<file path="src/rtl/dds_multi_core.sv">
// Multi-channel direct digital synthesiser with per-channel waveform shaping and a
// round-robin DAC0832 write sequencer that streams one channel sample at a time.
module dds_multi_core #(
   parameter int NCH    = 2,
   parameter int ACC_W  = 24,
   parameter int FTW_W  = 16,
   parameter int OUT_W  = 8,
   parameter int WR_CYC = 2,
   localparam int CH_W  = (NCH > 1) ? $clog2(NCH) : 1
) (
   input  logic                   clk,
   input  logic                   rst,
   input  logic                   en,
   input  logic [NCH*FTW_W-1:0]   ftw,
   input  logic [NCH*OUT_W-1:0]   phase_ofs,
   input  logic [NCH*2-1:0]       wave_sel,
   input  logic [NCH*OUT_W-1:0]   duty,
   input  logic [NCH-1:0]         sync,
   output logic [NCH*OUT_W-1:0]   wave_out,
   output logic [OUT_W-1:0]       dac_data,
   output logic [CH_W-1:0]        dac_ch,
   output logic                   DAC_ILE,
   output logic                   DAC_CS,
   output logic                   DAC_WR1,
   output logic                   DAC_WR2,
   output logic                   DAC_XFER
);

   localparam int CNT_W = (WR_CYC > 1) ? $clog2(WR_CYC) : 1;

   typedef enum logic [2:0] {
      S_IDLE = 3'd0,
      S_LOAD = 3'd1,
      S_WR   = 3'd2,
      S_GAP  = 3'd3,
      S_XFR  = 3'd4,
      S_DONE = 3'd5
   } state_t;

   logic [ACC_W-1:0] acc_q  [NCH];
   logic [ACC_W-1:0] acc_d  [NCH];
   logic [OUT_W-1:0] wave_q [NCH];
   logic [OUT_W-1:0] wave_d [NCH];
   logic [OUT_W-1:0] phase_s;
   logic [OUT_W-1:0] tri_s;
   logic [OUT_W-1:0] sel_wave_s;

   state_t           state_q, state_d;
   logic [CNT_W-1:0] cnt_q, cnt_d;
   logic [OUT_W-1:0] dac_data_q, dac_data_d;
   logic [CH_W-1:0]  dac_ch_q, dac_ch_d;
   logic             ile_q;
   logic             cs_n_q, cs_n_d;
   logic             wr1_n_q, wr1_n_d;
   logic             wr2_n_q, wr2_n_d;
   logic             xfer_n_q, xfer_n_d;

   // Per-channel phase accumulation and waveform shaping from the registered phase
   always_comb begin
      phase_s = '0;
      tri_s   = '0;
      for (int i = 0; i < NCH; i++) begin
         if (sync[i]) begin
            acc_d[i] = '0;
         end else if (en) begin
            acc_d[i] = acc_q[i] + ACC_W'(ftw[i*FTW_W +: FTW_W]);
         end else begin
            acc_d[i] = acc_q[i];
         end
         phase_s = acc_q[i][ACC_W-1 -: OUT_W] + phase_ofs[i*OUT_W +: OUT_W];
         tri_s   = {phase_s[OUT_W-2:0], 1'b0};
         case (wave_sel[2*i +: 2])
            2'd0:    wave_d[i] = phase_s;
            2'd1:    wave_d[i] = phase_s[OUT_W-1] ? '0 : '1;
            2'd2:    wave_d[i] = phase_s[OUT_W-1] ? ~tri_s : tri_s;
            2'd3:    wave_d[i] = (phase_s < duty[i*OUT_W +: OUT_W]) ? '1 : '0;
            default: wave_d[i] = '0;
         endcase
      end
   end

   // Channel sample currently addressed by the DAC sequencer
   always_comb begin
      sel_wave_s = '0;
      for (int i = 0; i < NCH; i++) begin
         if (CH_W'(i) == dac_ch_q) begin
            sel_wave_s = wave_q[i];
         end else begin
            sel_wave_s = sel_wave_s;
         end
      end
   end

   // DAC sequencer next state; strobes are decoded from the next state so that the
   // registered strobes line up with the registered state
   always_comb begin
      state_d    = state_q;
      cnt_d      = cnt_q;
      dac_data_d = dac_data_q;
      dac_ch_d   = dac_ch_q;
      cs_n_d     = 1'b1;
      wr1_n_d    = 1'b1;
      wr2_n_d    = 1'b1;
      xfer_n_d   = 1'b1;
      case (state_q)
         S_IDLE: begin
            if (en) begin
               state_d = S_LOAD;
            end else begin
               state_d = S_IDLE;
            end
         end
         S_LOAD: begin
            dac_data_d = sel_wave_s;
            cnt_d      = '0;
            state_d    = S_WR;
         end
         S_WR: begin
            if (cnt_q == CNT_W'(WR_CYC - 1)) begin
               cnt_d   = '0;
               state_d = S_GAP;
            end else begin
               cnt_d = cnt_q + 1'b1;
            end
         end
         S_GAP: begin
            cnt_d   = '0;
            state_d = S_XFR;
         end
         S_XFR: begin
            if (cnt_q == CNT_W'(WR_CYC - 1)) begin
               cnt_d   = '0;
               state_d = S_DONE;
            end else begin
               cnt_d = cnt_q + 1'b1;
            end
         end
         S_DONE: begin
            if (dac_ch_q == CH_W'(NCH - 1)) begin
               dac_ch_d = '0;
            end else begin
               dac_ch_d = dac_ch_q + 1'b1;
            end
            if (en) begin
               state_d = S_LOAD;
            end else begin
               state_d = S_IDLE;
            end
         end
         default: begin
            state_d = S_IDLE;
         end
      endcase
      case (state_d)
         S_WR: begin
            cs_n_d  = 1'b0;
            wr1_n_d = 1'b0;
         end
         S_GAP: begin
            cs_n_d = 1'b0;
         end
         S_XFR: begin
            cs_n_d   = 1'b0;
            wr2_n_d  = 1'b0;
            xfer_n_d = 1'b0;
         end
         default: begin
            cs_n_d = 1'b1;
         end
      endcase
   end

   // State registers; reset aborts any DAC transaction in flight
   always_ff @(posedge clk) begin
      if (rst) begin
         for (int i = 0; i < NCH; i++) begin
            acc_q[i]  <= '0;
            wave_q[i] <= '0;
         end
         state_q    <= S_IDLE;
         cnt_q      <= '0;
         dac_data_q <= '0;
         dac_ch_q   <= '0;
         ile_q      <= 1'b0;
         cs_n_q     <= 1'b1;
         wr1_n_q    <= 1'b1;
         wr2_n_q    <= 1'b1;
         xfer_n_q   <= 1'b1;
      end else begin
         for (int i = 0; i < NCH; i++) begin
            acc_q[i]  <= acc_d[i];
            wave_q[i] <= wave_d[i];
         end
         state_q    <= state_d;
         cnt_q      <= cnt_d;
         dac_data_q <= dac_data_d;
         dac_ch_q   <= dac_ch_d;
         ile_q      <= 1'b1;
         cs_n_q     <= cs_n_d;
         wr1_n_q    <= wr1_n_d;
         wr2_n_q    <= wr2_n_d;
         xfer_n_q   <= xfer_n_d;
      end
   end

   // Flatten registered samples onto the output bus
   always_comb begin
      for (int i = 0; i < NCH; i++) begin
         wave_out[i*OUT_W +: OUT_W] = wave_q[i];
      end
   end

   assign dac_data = dac_data_q;
   assign dac_ch   = dac_ch_q;
   assign DAC_ILE  = ile_q;
   assign DAC_CS   = cs_n_q;
   assign DAC_WR1  = wr1_n_q;
   assign DAC_WR2  = wr2_n_q;
   assign DAC_XFER = xfer_n_q;

endmodule

</file>
<file path="config.mk">
export PLATFORM = sky130hd
export DESIGN_NAME = dds_multi_core
export DESIGN_NICKNAME = d
export VERILOG_FILES = /design/src/rtl/dds_multi_core.sv
export SDC_FILE = /design/constraint.sdc
export NUM_CORES = 1
export LEC_CHECK = 0
export ABC_AREA = 1
export CORE_MARGIN = 4
export CORE_UTILIZATION = 55
export CTS_CLUSTER_SIZE = 24
export DETAILED_ROUTE_END_ITERATION = 10
export GPL_ROUTABILITY_DRIVEN = 1
export PLACE_DENSITY = 0.91
export SLEW_MARGIN = 10
export SYNTH_ARGS = -nofsm -noshare
export SYNTH_HDL_FRONTEND = slang
export SYNTH_SLANG_ARGS = --single-unit
</file>
<file path="constraint.sdc">
create_clock -name clk -period 5.64 [get_ports clk]
set_clock_uncertainty 0.05 [all_clocks]
set_input_delay 1.41 -clock clk [delete_from_list [all_inputs] [get_ports clk]]
set_output_delay 1.41 -clock clk [all_outputs]
set_load 0.01 [all_outputs]
</file>
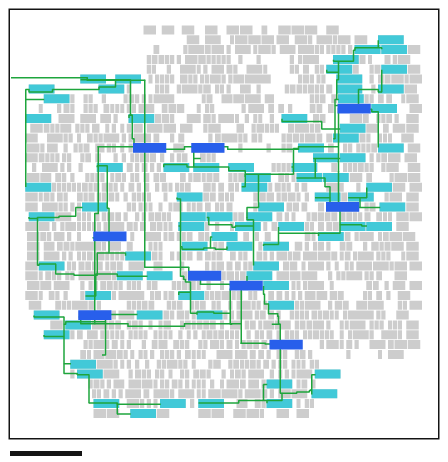
(run_1/clock_map.png)
The bar under the picture is 20 um long.
[cells driving clock nets] blue | count: 9
[flip-flops] cyan | count: 81
[clock wires] green | length: 1170 um
flops lie: widely spread

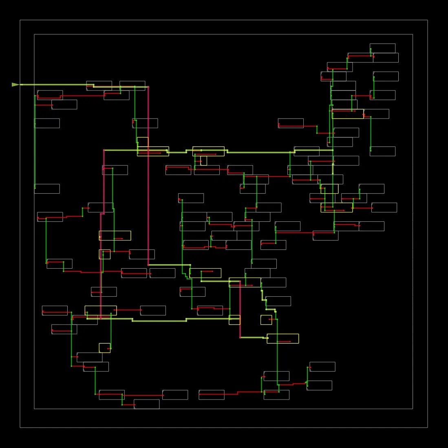
(run_1/final_clocks.png)
clock insertion delay at the later pin of the skew report: 0.35 ns
number of clock buffers in the layout: 10
sinks on the clock net: 81
Num CTS Buffers: 9
clock group total power: 0.579 mW

==> run_results.csv, run 1 <==
group,metric,value,unit
logic_synthesis,post_synth_num_cell_types,34,
timing,maxSlewViolCount,0,
worst_setup_path,cp.arrival,3.97,ns
logic_synthesis,xor_area_share,3.397,%
finish,antenna_cells_inserted,0,
timing,final_hold_violation_count,0,
routing,num_vias,7164,
timing,worst_slew_margin_rel,39.51,%
logic_synthesis,summed_instance_area_of_the_synthesized_netlist,0.006703,mm^2
logic_synthesis,share_of_the_yosys_chip_area_belonging_to_registers,24.19,%
clock_network,resize_count_post_cts,0,
logic_synthesis,postSynth.topFlopCell,"sky130_fd_sc_hd__dfxtp_1",
finish,final_layout_size_suffix_gt1_share,3.888,%
die,coreArea,0.01196,mm^2
worst_setup_path,critical_path_class,"input pin to flop",
worst_setup_path,critPathCaptureType,"flop",
finish,post_route_utilization,67.95,%
routing,avgRoutedWirePerCell,13.10,um
finish,area_delta_synth_final,21.26,%
logic_synthesis,synth.area.top_cells,"sky130_fd_sc_hd__dfxtp_1 24%, sky130_fd_sc_hd__nand2_1 18%, sky130_fd_sc_hd__ha_1 11%, sky130_fd_sc_hd__inv_1 9.4%, sky130_fd_sc_hd__nor2_1 7.6%",
routing,drtAntennaViolNets,0,
die,die_x,118.4,um
worst_setup_path,crit_path_cell_trace,"clkdlybuf4s50_1 -> ha_1 -> inv_1 -> fa_1 -> inv_1 -> nand2_1 -> nand3_1 -> nand2_1 -> nand2_1 -> ha_1 -> nand2_1 -> inv_1 -> a31oi_1 -> nand2_1 -> nor2_1 -> nor2_4 -> a21oi_1",
timing,layout_min_cycle_time,3.746,ns
finish,design_area,0.008128,mm^2
hold_path,hold_depth,2,
timing,final.period_utilization,66.41,%
worst_setup_path,r2r_end,"wave_q[0][12]",
grt,grt_start_max_net_pins,65,
worst_setup_path,cpMaxStageDelayCell,"sky130_fd_sc_hd__clkdlybuf4s50_1",
power_and_ir_drop,power.static_leakage,4.194,nW
timing,maxClockFrequency,0.2670,GHz
clock_network,cts_post_setup_buffers_inserted,0,
timing,worst_pin_slew,0.9040,ns
worst_setup_path,worstSetupStartpointType,"input pin",
worst_setup_path,critical_path.top_delay_family,"adder cells",
logic_synthesis,synth.mux.area_fraction,0,%
grt,gr-total-overflow,0,
hold_path,holdPathEnd,"dac_data[6]",
logic_synthesis,post-synth-top-area-cell,"sky130_fd_sc_hd__dfxtp_1",
power_and_ir_drop,irDropWorstVdd,0.1565,mV
timing,rsz_0062_raised_after_global_routing,"no",
clock_network,cts-root-to-sink-buffers,2,
logic_synthesis,count_of_library_flops_with_an_enable_pin,0,
finish,layout.nets,1341,
routing,drc,0,
clock_network,ctsHtreeMaxLevel,3,
placement,count_of_buffers_from_port_buffering,102,
routing,route.final.wire_length,17770,um
logic_synthesis,synth-adder-area-share,12.39,%
job,warnings,26,
die,core_util_floorplan,56.04,%
die,boundaryPins,103,
timing,totalNegativeSetupSlack,0,ns
grt,grtUsageTotal,25.42,%
logic_synthesis,synth_chip_area,0.006703,mm^2
hold_path,min_from,"dac_data[6]",
worst_setup_path,critical-path-top-cell-by-count,"sky130_fd_sc_hd__nand2_1",
power_and_ir_drop,p_per_area,198.8,mW/mm^2
clock_network,clock_tree_from_tritoncts,"yes",
grt,grt_antenna_before_repair,0,
die,core.rowCount,40,
logic_synthesis,synth-seq-cells,81,
worst_setup_path,wp_buf_inv,4,
grt,first_pass_grt_wire_length,29930,um
status,run_status,"finished, final reports clean",
logic_synthesis,yosys-stat-cells,1107,
worst_setup_path,crit-reg2reg-launch,"acc_q[0][40]",
clock_network,ctsRootBufferMaster,"sky130_fd_sc_hd__clkbuf_16",
die,design.die.area,0.01402,mm^2
hold_path,hold_path.class,"flop to flop",
logic_synthesis,synthesized_net_count,1244,
worst_setup_path,required,5.87,ns
die,die_height,118.4,um
logic_synthesis,fraction_of_synthesized_cell_area_taken_by_the_top_area_cell_type,24.19,%
timing,setup_viol,0,
worst_setup_path,largest_fanout_on_the_critical_path,8,
worst_setup_path,critical_path_s_largest_stage_delay,0.46,ns
logic_synthesis,synth-warning-count,0,
placement,dpl_cell_area,0.007840,mm^2
worst_setup_path,r2r_setup_slack,2.80,ns
logic_synthesis,simple_gate_share,37.11,%
logic_synthesis,average_cell_area_after_synthesis,6.055,um^2
logic_synthesis,top_logic_kind,"simple AND/OR/NAND/NOR gates",
job,drv_cap,0,
logic_synthesis,netlist_instances,1107,
routing,vias_per_cell,5.283,
placement,routabilityCongestion,0.9352,
clock_network,hold_buffer_count_at_cts,0,
grt,vias_in_the_first_global_route,6653,
routing,drt_pre_antenna_iters,6,
logic_synthesis,yosys.area_share.aoi,12.28,%
logic_synthesis,ys_async_sr_fraction,0,%
routing,drt_iter0_drc,681,
placement,dp_hpwl,13620,um
worst_setup_path,timing.reg2reg.worst_path_depth,16,
clock_network,clkSlewWorstSetupHoldPaths,0.06,ns
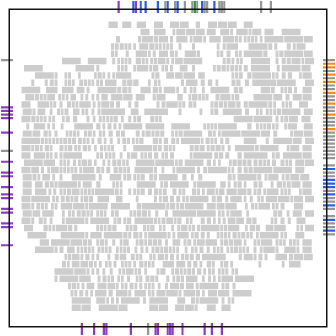
(run_1/pins.png)
Pins as bars across the die edge, other pins in gray.
[`en`] green | pins: 1 | direction: input | edge: north
[`dac_data`] orange | pins: 8 | direction: output | edge: east
[`phase_ofs`] blue | pins: 16 | direction: input | edge: 8 east, 8 north
[`ftw`] purple | pins: 32 | direction: input | edge: 16 west, 14 south, 2 north
all pins by edge: 47 east, 23 north, 18 west, 15 south

## run 1: worst max path at each step
stage,from,to,cells after the start
6_report,phase_ofs[8],wave_q[0][12],17
5_1_grt,phase_ofs[8],wave_q[0][11],17
4_1_cts,phase_ofs[8],wave_q[0][10],17
3_5_place_dp,phase_ofs[8],wave_q[0][12],17
3_3_place_gp,phase_ofs[8],wave_q[0][12],17
2_1_floorplan,phase_ofs[12],wave_q[0][10],15
## run 1: area by class of cell
type,count,area [um^2]
well taps,147,183.9
repair buffers,104,1031
flip-flops and latches,81,1622
inverters,169,634.4
fillers,1024,3834
clock buffers,10,239.0
clock inverters,6,48.80
multi-input cells,839,4369
## run 1: routing by layer
layer / vias to the layer above / global-route usage, % / share of wire, %
met2: 263 / 42.84 / 47
li1: 3715 / - / -
met1: 3152 / 32.74 / 44
met5: - / 0 / 0
met3: 34 / 4.689 / 7.2
met4: 0 / 8.545 / 2.0
## run 1: sequential cells by signal, summed over array words and instances, names as in the netlist
name,count
dac_ch,1
DAC_XFER,1
state_q,3
wave_q,16
cnt_q,1
DAC_CS,1
dac_data,8
DAC_ILE,1
DAC_WR1,1
acc_q,48
## run 1: layout by cell type (no fill, tap or decap), drive strengths merged
master	n
nand2	337
inv	170
nor2	138
clkdlybuf4s50	101
nand3	91
a21oi	84
dfxtp	81
o21ai	65
ha	60
xor2	18
nor3	11
clkbuf	10
nand4	8
xnor2	8
o21bai	5
clkinv	5
nor4	4
fa	4
buf	3
and2	2
a31oi	1
or2	1
nand3b	1
o211ai	1
## run 1: cells in the mapped netlist, types with 2 or more instances
library cell	instances
sky130_fd_sc_hd__nand2_1	325
sky130_fd_sc_hd__inv_1	167
sky130_fd_sc_hd__nor2_1	135
sky130_fd_sc_hd__nand3_1	84
sky130_fd_sc_hd__dfxtp_1	81
sky130_fd_sc_hd__a21oi_1	80
sky130_fd_sc_hd__o21ai_0	63
sky130_fd_sc_hd__ha_1	60
sky130_fd_sc_hd__xor2_1	18
sky130_fd_sc_hd__nor3_1	11
sky130_fd_sc_hd__clkbuf_1	10
sky130_fd_sc_hd__nand2_2	10
sky130_fd_sc_hd__nand4_1	8
sky130_fd_sc_hd__xnor2_1	8
sky130_fd_sc_hd__nand3_2	7
sky130_fd_sc_hd__buf_2	5
sky130_fd_sc_hd__o21bai_1	5
sky130_fd_sc_hd__fa_1	4
sky130_fd_sc_hd__nor4_1	4
sky130_fd_sc_hd__a21oi_2	3
sky130_fd_sc_hd__and2_1	2
sky130_fd_sc_hd__buf_1	2
sky130_fd_sc_hd__clkinv_1	2
sky130_fd_sc_hd__nand2_4	2
sky130_fd_sc_hd__nor2_4	2
## run 1: through the flow
stage,std cells,worst slack (ns),power (mW),hold WS [ns]
floorplan,1107,2.238,0.8882,0.3947
global placement,1340,1.610,1.033,0.3818
global route,1356,1.685,1.698,0.4255
finish,1356,1.894,1.616,0.3960
detailed placement,1340,1.557,1.041,0.3931
CTS,1356,1.894,1.612,0.4029
## run 1: power by group
part           total, mW  switching, mW  internal, mW
logic              0.412          0.234         0.178
registers          0.625         0.0202         0.605
clock network      0.579          0.263         0.316
total               1.62          0.517          1.10
==> run_1/metal_stack.png <==
The bar under the picture is 20 um long.
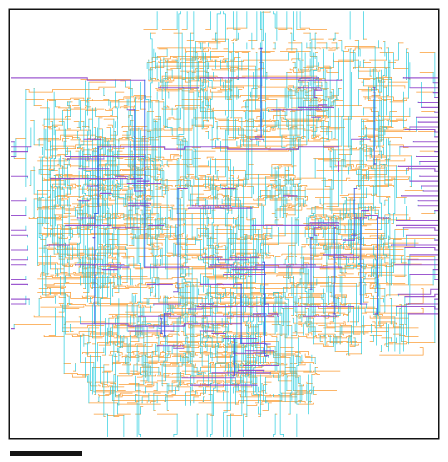

## Run 2: what changed since run 1
clock period = 3.9 ns   (was 5.64 ns; I/O delays follow)
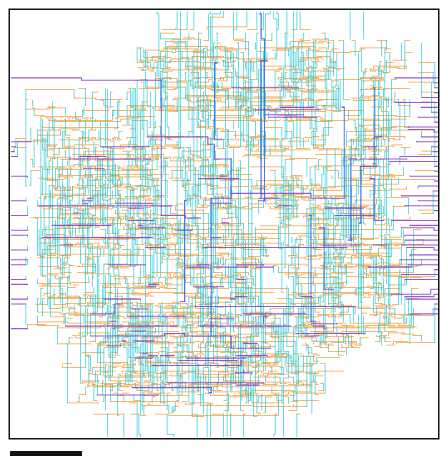
(run_2/metal_stack.png)
The bar under the picture is 20 um long.
[met3] purple | wire length: 1390 um
[met1] orange | wire length: 7740 um
[met4] blue | wire length: 367 um
[met2] cyan | wire length: 8500 um

==> run 2 against run 1 <==
Net effect: first-iteration DRC count down 10%; cell count up 0.15%; largest power group unchanged; synthesized cell count unchanged.
==> run_results.csv, run 2 <==
group,metric,value,unit
status,run_status,"finished, final reports clean",
clock_network,ctsRootBufferMaster,"sky130_fd_sc_hd__clkbuf_16",
placement,dp_hpwl,13890,um
clock_network,ctsHtreeMaxLevel,3,
timing,worst_pin_slew,0.8273,ns
logic_synthesis,netlist.top_cell.by_instances,"sky130_fd_sc_hd__nand2_1",
timing,final_hold_violation_count,0,
logic_synthesis,count_of_library_flops_with_an_enable_pin,0,
worst_setup_path,crit_path_cell_trace,"clkdlybuf4s50_1 -> ha_1 -> inv_1 -> fa_1 -> inv_1 -> nand2_1 -> nand3_1 -> nand2_1 -> nand2_1 -> ha_1 -> nand2_1 -> inv_1 -> a31oi_1 -> nand2_1 -> nor2_1 -> nor2_4 -> a21oi_1",
logic_synthesis,ys_async_sr_fraction,0,%
grt,grt_start_max_net_pins,65,
timing,rsz_0062_raised_after_global_routing,"no",
routing,drt_iter0_drc,612,
worst_setup_path,worstSetupStartpointType,"input pin",
timing,setup_viol,0,
grt,grtUsageTotal,25.25,%
placement,count_of_buffers_from_port_buffering,102,
job,drv_cap,0,
logic_synthesis,yosys-stat-cells,1107,
timing,maxSlewViolCount,0,
worst_setup_path,critPathCaptureType,"flop",
logic_synthesis,share_of_the_yosys_chip_area_belonging_to_registers,24.19,%
clock_network,clkSinkCount,81,
die,die_height,118.4,um
grt,grt_antenna_before_repair,1,
die,core_util_floorplan,56.04,%
finish,largest_register_ffs,48,
routing,num_vias,7189,
clock_network,clkSlewWorstSetupHoldPaths,0.06,ns
finish,instances_no_fill,1358,
grt,gr-total-overflow,0,
logic_synthesis,summed_instance_area_of_the_synthesized_netlist,0.006703,mm^2
finish,final_layout_size_suffix_gt1_share,3.967,%
logic_synthesis,synth.area.top_cells,"sky130_fd_sc_hd__dfxtp_1 24%, sky130_fd_sc_hd__nand2_1 18%, sky130_fd_sc_hd__ha_1 11%, sky130_fd_sc_hd__inv_1 9.4%, sky130_fd_sc_hd__nor2_1 7.6%",
job,warnings,26,
grt,vias_in_the_first_global_route,6552,
clock_network,insertion_delay,0.35,ns
timing,final.period_utilization,85.51,%
finish,layout.cells.most_common,"sky130_fd_sc_hd__nand2_1",
power_and_ir_drop,p_per_area,293.1,mW/mm^2
logic_synthesis,synth-warning-count,0,
finish,layout_top_cells_excl_fill_tap,"325 x sky130_fd_sc_hd__nand2_1, 167 x sky130_fd_sc_hd__inv_1, 135 x sky130_fd_sc_hd__nor2_1, 101 x sky130_fd_sc_hd__clkdlybuf4s50_1, 84 x sky130_fd_sc_hd__nand3_1",
routing,drt_pre_antenna_iters,5,
routing,drc,0,
timing,totalNegativeSetupSlack,0,ns
clock_network,cts-root-to-sink-buffers,2,
power_and_ir_drop,irDropWorstVdd,0.1858,mV
clock_network,resize_count_post_cts,0,
finish,area_delta_synth_final,21.73,%
die,core.rowCount,40,
finish,design_area,0.008159,mm^2
logic_synthesis,synth_chip_area,0.006703,mm^2
die,boundaryPins,103,
routing,drtAntennaViolNets,0,
finish,layout.nets,1342,
timing,layout_min_cycle_time,3.335,ns
logic_synthesis,average_cell_area_after_synthesis,6.055,um^2
worst_setup_path,required,4.13,ns
worst_setup_path,critical_path.top_delay_family,"adder cells",
routing,vias_per_cell,5.294,
timing,maxClockFrequency,0.2999,GHz
placement,dpl_cell_area,0.007848,mm^2
die,design.die.area,0.01402,mm^2
worst_setup_path,critical_path_s_largest_stage_delay,0.46,ns
worst_setup_path,largest_fanout_on_the_critical_path,8,
placement,dpl.cell_count,1341,
worst_setup_path,wp_buf_inv,4,
clock_network,cts_post_setup_buffers_inserted,0,
logic_synthesis,yosys-top-cells-count,"325 x sky130_fd_sc_hd__nand2_1, 167 x sky130_fd_sc_hd__inv_1, 135 x sky130_fd_sc_hd__nor2_1",
logic_synthesis,post_synth_num_cell_types,34,
hold_path,hold_path.class,"flop to flop",
worst_setup_path,cpMaxStageDelayCell,"sky130_fd_sc_hd__clkdlybuf4s50_1",
die,die_x,118.4,um
die,coreArea,0.01196,mm^2
logic_synthesis,synthesized_net_count,1244,
clock_network,cts_inserted_buffers,9,
routing,avgRoutedWirePerCell,13.25,um
finish,largest_register,"acc_q",
logic_synthesis,post-synth-top-area-cell,"sky130_fd_sc_hd__dfxtp_1",
grt,first_pass_grt_wire_length,29860,um
logic_synthesis,netlist_instances,1107,
timing,worst_slew_margin_rel,44.78,%
clock_network,clock_tree_from_tritoncts,"yes",
logic_synthesis,fraction_of_synthesized_cell_area_taken_by_the_top_area_cell_type,24.19,%
clock_network,hold_buffer_count_at_cts,0,
worst_setup_path,cp.arrival,3.56,ns
worst_setup_path,critical-path-top-cell-by-count,"sky130_fd_sc_hd__nand2_1",
routing,route.final.wire_length,17990,um
worst_setup_path,critical_path_class,"input pin to flop",
power_and_ir_drop,power.static_leakage,4.210,nW
logic_synthesis,synth-seq-cells,81,
placement,routabilityCongestion,0.9533,
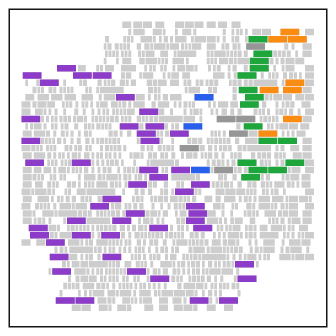
(run_2/registers.png)
Other sequential cells in the stronger gray, the rest of the logic in the fainter gray.
[`acc_q`] purple | flops: 48
[`state_q`] blue | flops: 3
[`wave_q`] green | flops: 16
[`dac_data`] orange | flops: 8 | where: north-east
not colored: 6
Post-Route Utilization: 68.21%
sequential group power: 0.904 mW
sequential share of cell area: 19.87%

run 2: kinds of logic (layout without fill, tap and decap cells):
| logic type | Yosys count | after routing | synth area share [%] |
|---|---|---|---|
| adders and majority gates | 64 | 64 | 12.40 |
| and+or+nand+nor | 593 | 593 | 37.11 |
| AOI/OAI and AO/OA | 156 | 156 | 12.28 |
| buffers and inverters | 187 | 290 | 10.62 |
| xor gates and xnor gates | 26 | 26 | 3.397 |
| DFF | 81 | 81 | 24.19 |
| other | 0 | 1 | 0 |
run 2: final timing paths:
check                                     end  cells after the start  slack, ns         start
worst min register to register    dac_data[3]                      2       0.39   dac_data[3]
worst max-delay path            wave_q[0][14]                     17       0.57  phase_ofs[8]
worst min-delay path              dac_data[3]                      2       0.39   dac_data[3]
worst max register to register  wave_q[0][14]                     16       1.04  acc_q[0][40]
run 2: power breakdown:
group	leakage, nW	switching, mW	internal, mW	total (mW)
combinational	3.39	0.340	0.258	0.597
clock	0.154	0.368	0.521	0.890
sequential	0.664	0.0292	0.875	0.904
total	4.21	0.737	1.65	2.39
run 2: through the flow:
step	power, mW	setup WS [ns]	hold slack (ns)
after floorplan	1.285	0.9325	0.3947
after global placement	1.493	0.2999	0.3814
after detailed placement	1.508	0.2346	0.3859
after CTS	2.395	0.5774	0.3953
after global routing	2.515	0.3233	0.4153
final	2.391	0.5652	0.3946
run 2: final cells by class:
class | count | area [um^2]
timing repair buffer | 105 | 1039
sequential | 81 | 1622
clock buffer | 10 | 239.0
antenna | 1 | 2.502
fill | 1048 | 3802
inverter | 169 | 634.4
multi-input combinational | 839 | 4369
clock inverter | 6 | 70.07
tap | 147 | 183.9
run 2: worst min-delay path, cell delays in order (launching register included):
cell	delay, ns
sky130_fd_sc_hd__dfxtp_1	0.31
sky130_fd_sc_hd__inv_1	0.04
sky130_fd_sc_hd__a21oi_1	0.05
run 2: routing by layer:
| metal | track usage, % | wire length [um] | vias to the layer above |
|---|---|---|---|
| met5 | 0 | 0 | - |
| met2 | 43.30 | 8500 | 274 |
| li1 | - | - | 3714 |
| met4 | 7.603 | 366 | 0 |
| met1 | 32.08 | 7739 | 3170 |
| met3 | 4.976 | 1386 | 31 |
==> run_2/clock_map.png <==
The bar under the picture is 20 um long.
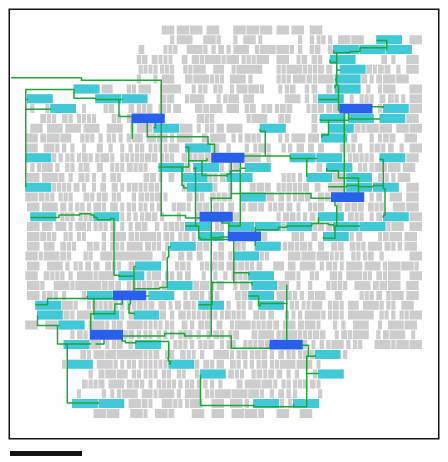

## Run 3: what changed since run 2
ABC_AREA = not set   (was 1)
CORE_UTILIZATION = 54   (was 55)
PLACE_DENSITY = 0.92   (was 0.91)
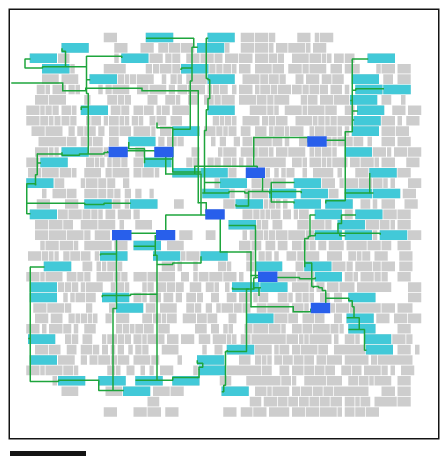
(run_3/clock_map.png)
The bar under the picture is 20 um long.
[flip-flops] cyan | count: 81
[cells driving clock nets] blue | count: 9
[clock wires] green | length: 1050 um
flops lie: widely spread

==> run 3 against run 2 <==
Net effect: clock-buffer cell count up 1; via count down 19%; cell count down 27%; sequential power about the same; critical endpoint is now wave_q[0][7]; highest routed layer unchanged.
==> run_results.csv, run 3 <==
group,metric,value,unit
status,run_status,"finished, final reports clean",
die,die_height,111.9,um
worst_setup_path,r2r_end,"wave_q[0][4]",
timing,final_hold_violation_count,0,
logic_synthesis,synthesized_net_count,848,
finish,antenna_cells_inserted,0,
die,core_util_floorplan,55.98,%
finish,area_delta_synth_final,32.12,%
finish,filler_cell_count,747,
logic_synthesis,share_of_the_yosys_chip_area_belonging_to_registers,27.81,%
grt,gr-total-overflow,0,
routing,num_vias,5840,
worst_setup_path,critical_path_class,"input pin to flop",
routing,drtAntennaViolNets,0,
clock_network,clkSinkCount,81,
logic_synthesis,post_synth_num_cell_types,65,
routing,route.final.wire_length,16340,um
logic_synthesis,summed_instance_area_of_the_synthesized_netlist,0.005831,mm^2
routing,drt_iter0_drc,285,
worst_setup_path,r2r_setup_slack,0.32,ns
logic_synthesis,postSynth.topFlopCell,"sky130_fd_sc_hd__dfxtp_1",
logic_synthesis,post-synth-top-area-cell,"sky130_fd_sc_hd__dfxtp_1",
power_and_ir_drop,p_per_area,262.1,mW/mm^2
logic_synthesis,synth-warning-count,0,
finish,comb_gate_area,0.004120,mm^2
finish,largest_register,"acc_q",
placement,count_of_buffers_from_port_buffering,102,
die,core.rowCount,37,
logic_synthesis,netlist_instances,711,
clock_network,cts_inserted_buffers,9,
worst_setup_path,crit_path_start,"phase_ofs[4]",
grt,vias_in_the_first_global_route,5757,
finish,layout.nets,993,
grt,grt_start_max_net_pins,25,
logic_synthesis,fraction_of_synthesized_cell_area_taken_by_the_top_area_cell_type,27.81,%
timing,layout_min_cycle_time,3.878,ns
hold_path,hold_depth,2,
worst_setup_path,worstSetupStartpointType,"input pin",
finish,layout_top_cells_excl_fill_tap,"97 x sky130_fd_sc_hd__clkdlybuf4s50_1, 81 x sky130_fd_sc_hd__dfxtp_1, 73 x sky130_fd_sc_hd__nor2_1, 57 x sky130_fd_sc_hd__buf_4, 55 x sky130_fd_sc_hd__nand2_1",
worst_setup_path,critical-path-top-cell-by-count,"sky130_fd_sc_hd__buf_4",
die,design.die.area,0.01252,mm^2
hold_path,min_from,"acc_q[0][4]",
worst_setup_path,timing.reg2reg.worst_path_depth,15,
timing,maxSlewViolCount,0,
logic_synthesis,netlist.top_cell.by_instances,"sky130_fd_sc_hd__dfxtp_1",
worst_setup_path,crit_path_cell_trace,"dlygate4sd2_1 -> ha_4 -> nand2_2 -> nand2_1 -> a311oi_2 -> a21oi_2 -> buf_4 -> buf_4 -> buf_4 -> buf_4 -> buf_4 -> buf_4 -> buf_4 -> buf_4 -> buf_4 -> buf_4 -> buf_4 -> buf_4 -> xnor3_1 -> nand2_1 -> a31oi_1",
worst_setup_path,critPathCaptureType,"flop",
grt,grt_antenna_before_repair,0,
job,drv_cap,0,
timing,worst_slew_margin_rel,32.95,%
clock_network,ctsRootBufferMaster,"sky130_fd_sc_hd__clkbuf_8",
die,coreArea,0.01042,mm^2
worst_setup_path,critical_path_s_largest_stage_delay,0.32,ns
power_and_ir_drop,power.static_leakage,3.318,nW
worst_setup_path,cp.arrival,4.05,ns
finish,largest_register_ffs,48,
logic_synthesis,count_of_library_flops_with_an_enable_pin,0,
die,boundaryPins,103,
clock_network,clkSlewWorstSetupHoldPaths,0.08,ns
worst_setup_path,crit-reg2reg-launch,"acc_q[0][16]",
hold_path,hold_path.class,"flop to flop",
hold_path,holdPathEnd,"acc_q[0][4]",
finish,final_layout_size_suffix_gt1_share,14.98,%
finish,seq_area,0.001622,mm^2
logic_synthesis,yosys-stat-cells,711,
clock_network,clock_tree_from_tritoncts,"yes",
finish,post_route_utilization,73.96,%
grt,first_pass_grt_wire_length,26580,um
routing,drc,0,
logic_synthesis,ys_async_sr_fraction,0,%
clock_network,cts-root-to-sink-buffers,2,
timing,maxClockFrequency,0.2578,GHz
routing,avgRoutedWirePerCell,16.39,um
clock_network,hold_buffer_count_at_cts,0,
placement,dp_hpwl,12130,um
worst_setup_path,critical_path.top_delay_family,"buffers and inverters",
logic_synthesis,average_cell_area_after_synthesis,8.201,um^2
logic_synthesis,yosys-top-cells-count,"81 x sky130_fd_sc_hd__dfxtp_1, 75 x sky130_fd_sc_hd__nor2_1, 60 x sky130_fd_sc_hd__ha_1",
worst_setup_path,required,4.08,ns
routing,vias_per_cell,5.858,
logic_synthesis,synth_chip_area,0.005831,mm^2
power_and_ir_drop,report.power.total,2.019,mW
job,warnings,26,
routing,drt_pre_antenna_iters,5,
power_and_ir_drop,irDropWorstVdd,0.2258,mV
finish,layout.cells.most_common,"sky130_fd_sc_hd__clkdlybuf4s50_1",
placement,routabilityCongestion,0.9152,
clock_network,ctsHtreeMaxLevel,3,
timing,worst_pin_slew,1.002,ns
grt,grtUsageTotal,25.20,%
die,die_x,111.9,um
timing,setup_viol,0,
logic_synthesis,synth-seq-cells,81,
logic_synthesis,synth.area.top_cells,"sky130_fd_sc_hd__dfxtp_1 28%, sky130_fd_sc_hd__ha_1 13%, sky130_fd_sc_hd__nor2_1 4.8%, sky130_fd_sc_hd__a21oi_1 4.1%, sky130_fd_sc_hd__xnor2_1 4.1%",
worst_setup_path,largest_fanout_on_the_critical_path,4,
clock_network,insertion_delay,0.35,ns
timing,final.period_utilization,99.44,%
worst_setup_path,wp_buf_inv,13,
worst_setup_path,cpMaxStageDelayCell,"sky130_fd_sc_hd__a311oi_2",
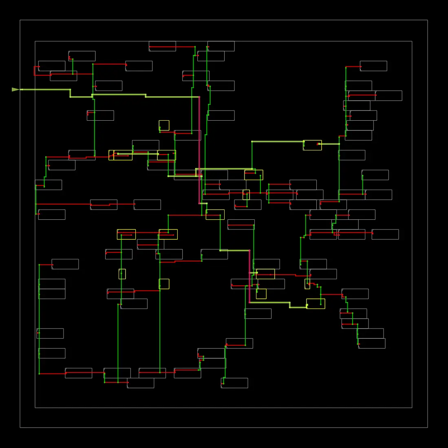
(run_3/final_clocks.png)
number of clock buffers in the layout: 11
FFs & Latches: 81
clock group total power: 0.542 mW

==> run 3: cell types whose count changed after synthesis, sizes merged, moves of 26 or more <==
| cell | previous run | this run |
|---|---|---|
| nand2 | 337 | 57 |
| inv | 167 | 44 |
| nand3 | 91 | 16 |
| nor2 | 138 | 75 |
| a21oi | 84 | 50 |
| o21ai | 65 | 39 |
==> run 3: where the power goes <==
part           switching, mW  internal (mW)  total, mW
logic                  0.282          0.293      0.576
registers             0.0314          0.870      0.902
clock network          0.312          0.230      0.542
total                  0.626           1.39       2.02
==> run 3: cells by family after synthesis <==
group	synth area share (%)
adder cells (fa/ha/maj)	14.25
AND-OR/OR-AND	23.61
AND/OR/NAND/NOR	19.01
buffers and inverters	4.850
multiplexers	4.227
flip-flops	27.81
XOR/XNOR	6.245
==> run 3: worst max-delay path by stage <==
stage,end,slack (ns),cells after the start
after global placement,wave_q[0][4],-0.59,16
after global routing,wave_q[0][13],-0.06,15
after CTS,wave_q[0][5],0.002,16
final,wave_q[0][7],0.02,21
after detailed placement,wave_q[0][5],-0.72,16
after floorplan,wave_q[0][4],0.004,14
==> run 3: final cells by class <==
| type | instances | area share [%] |
|---|---|---|
| multi-input combinational | 559 | 53.48 |
| sequential | 81 | 21.05 |
| timing repair buffer | 161 | 18.92 |
| inverter | 44 | 2.209 |
| tap | 136 | 2.209 |
| clock buffer | 11 | 1.705 |
| clock inverter | 5 | 0.4223 |
==> run 3: through the flow <==
stage	worst slack, ns	cell area (um^2)	hold WS [ns]	std cells	TNS, ns
after global routing	-0.06049	7704	0.4338	997	-0.3248
final	0.02170	7704	0.4210	997	0
after floorplan	0.003857	5882	0.3856	711	0
after CTS	0.001755	7597	0.4223	992	0
after global placement	-0.5936	7241	0.3938	960	-5.262
after detailed placement	-0.7195	7241	0.4082	960	-6.901
==> run 3: worst register-to-register path, stage by stage (launching register included) <==
cell	delay (ns)
sky130_fd_sc_hd__dfxtp_1	0.41
sky130_fd_sc_hd__ha_4	0.23
sky130_fd_sc_hd__fa_2	0.42
sky130_fd_sc_hd__a21oi_4	0.19
sky130_fd_sc_hd__o21ai_2	0.09
sky130_fd_sc_hd__o21a_1	0.20
sky130_fd_sc_hd__nor2_2	0.16
sky130_fd_sc_hd__xnor2_2	0.10
sky130_fd_sc_hd__ha_1	0.33
sky130_fd_sc_hd__and3_4	0.16
sky130_fd_sc_hd__a22o_1	0.21
sky130_fd_sc_hd__or4_4	0.42
sky130_fd_sc_hd__a31o_4	0.25
sky130_fd_sc_hd__nand2_4	0.10
sky130_fd_sc_hd__inv_4	0.04
sky130_fd_sc_hd__a211oi_2	0.16
==> run 3: per-layer routing <==
| metal | wire length, um | share of wire [%] | GRT usage [%] | vias up |
|---|---|---|---|---|
| li1 | - | - | - | 2866 |
| met1 | 6520 | 40 | 28.96 | 2722 |
| met2 | 8555 | 52 | 46.44 | 217 |
| met3 | 960 | 5.9 | 5.761 | 35 |
| met4 | 301 | 1.8 | 7.218 | 0 |
| met5 | 0 | 0 | 0 | - |
==> run 3: repair_timing <==
action                                  CTS  global route
gates resized                            22            20
endpoints found under the setup margin    8            12
setup buffers                            16             6
pin swaps                                14            22
Power figures rest on the tool's default switching activity, not on a simulated workload.
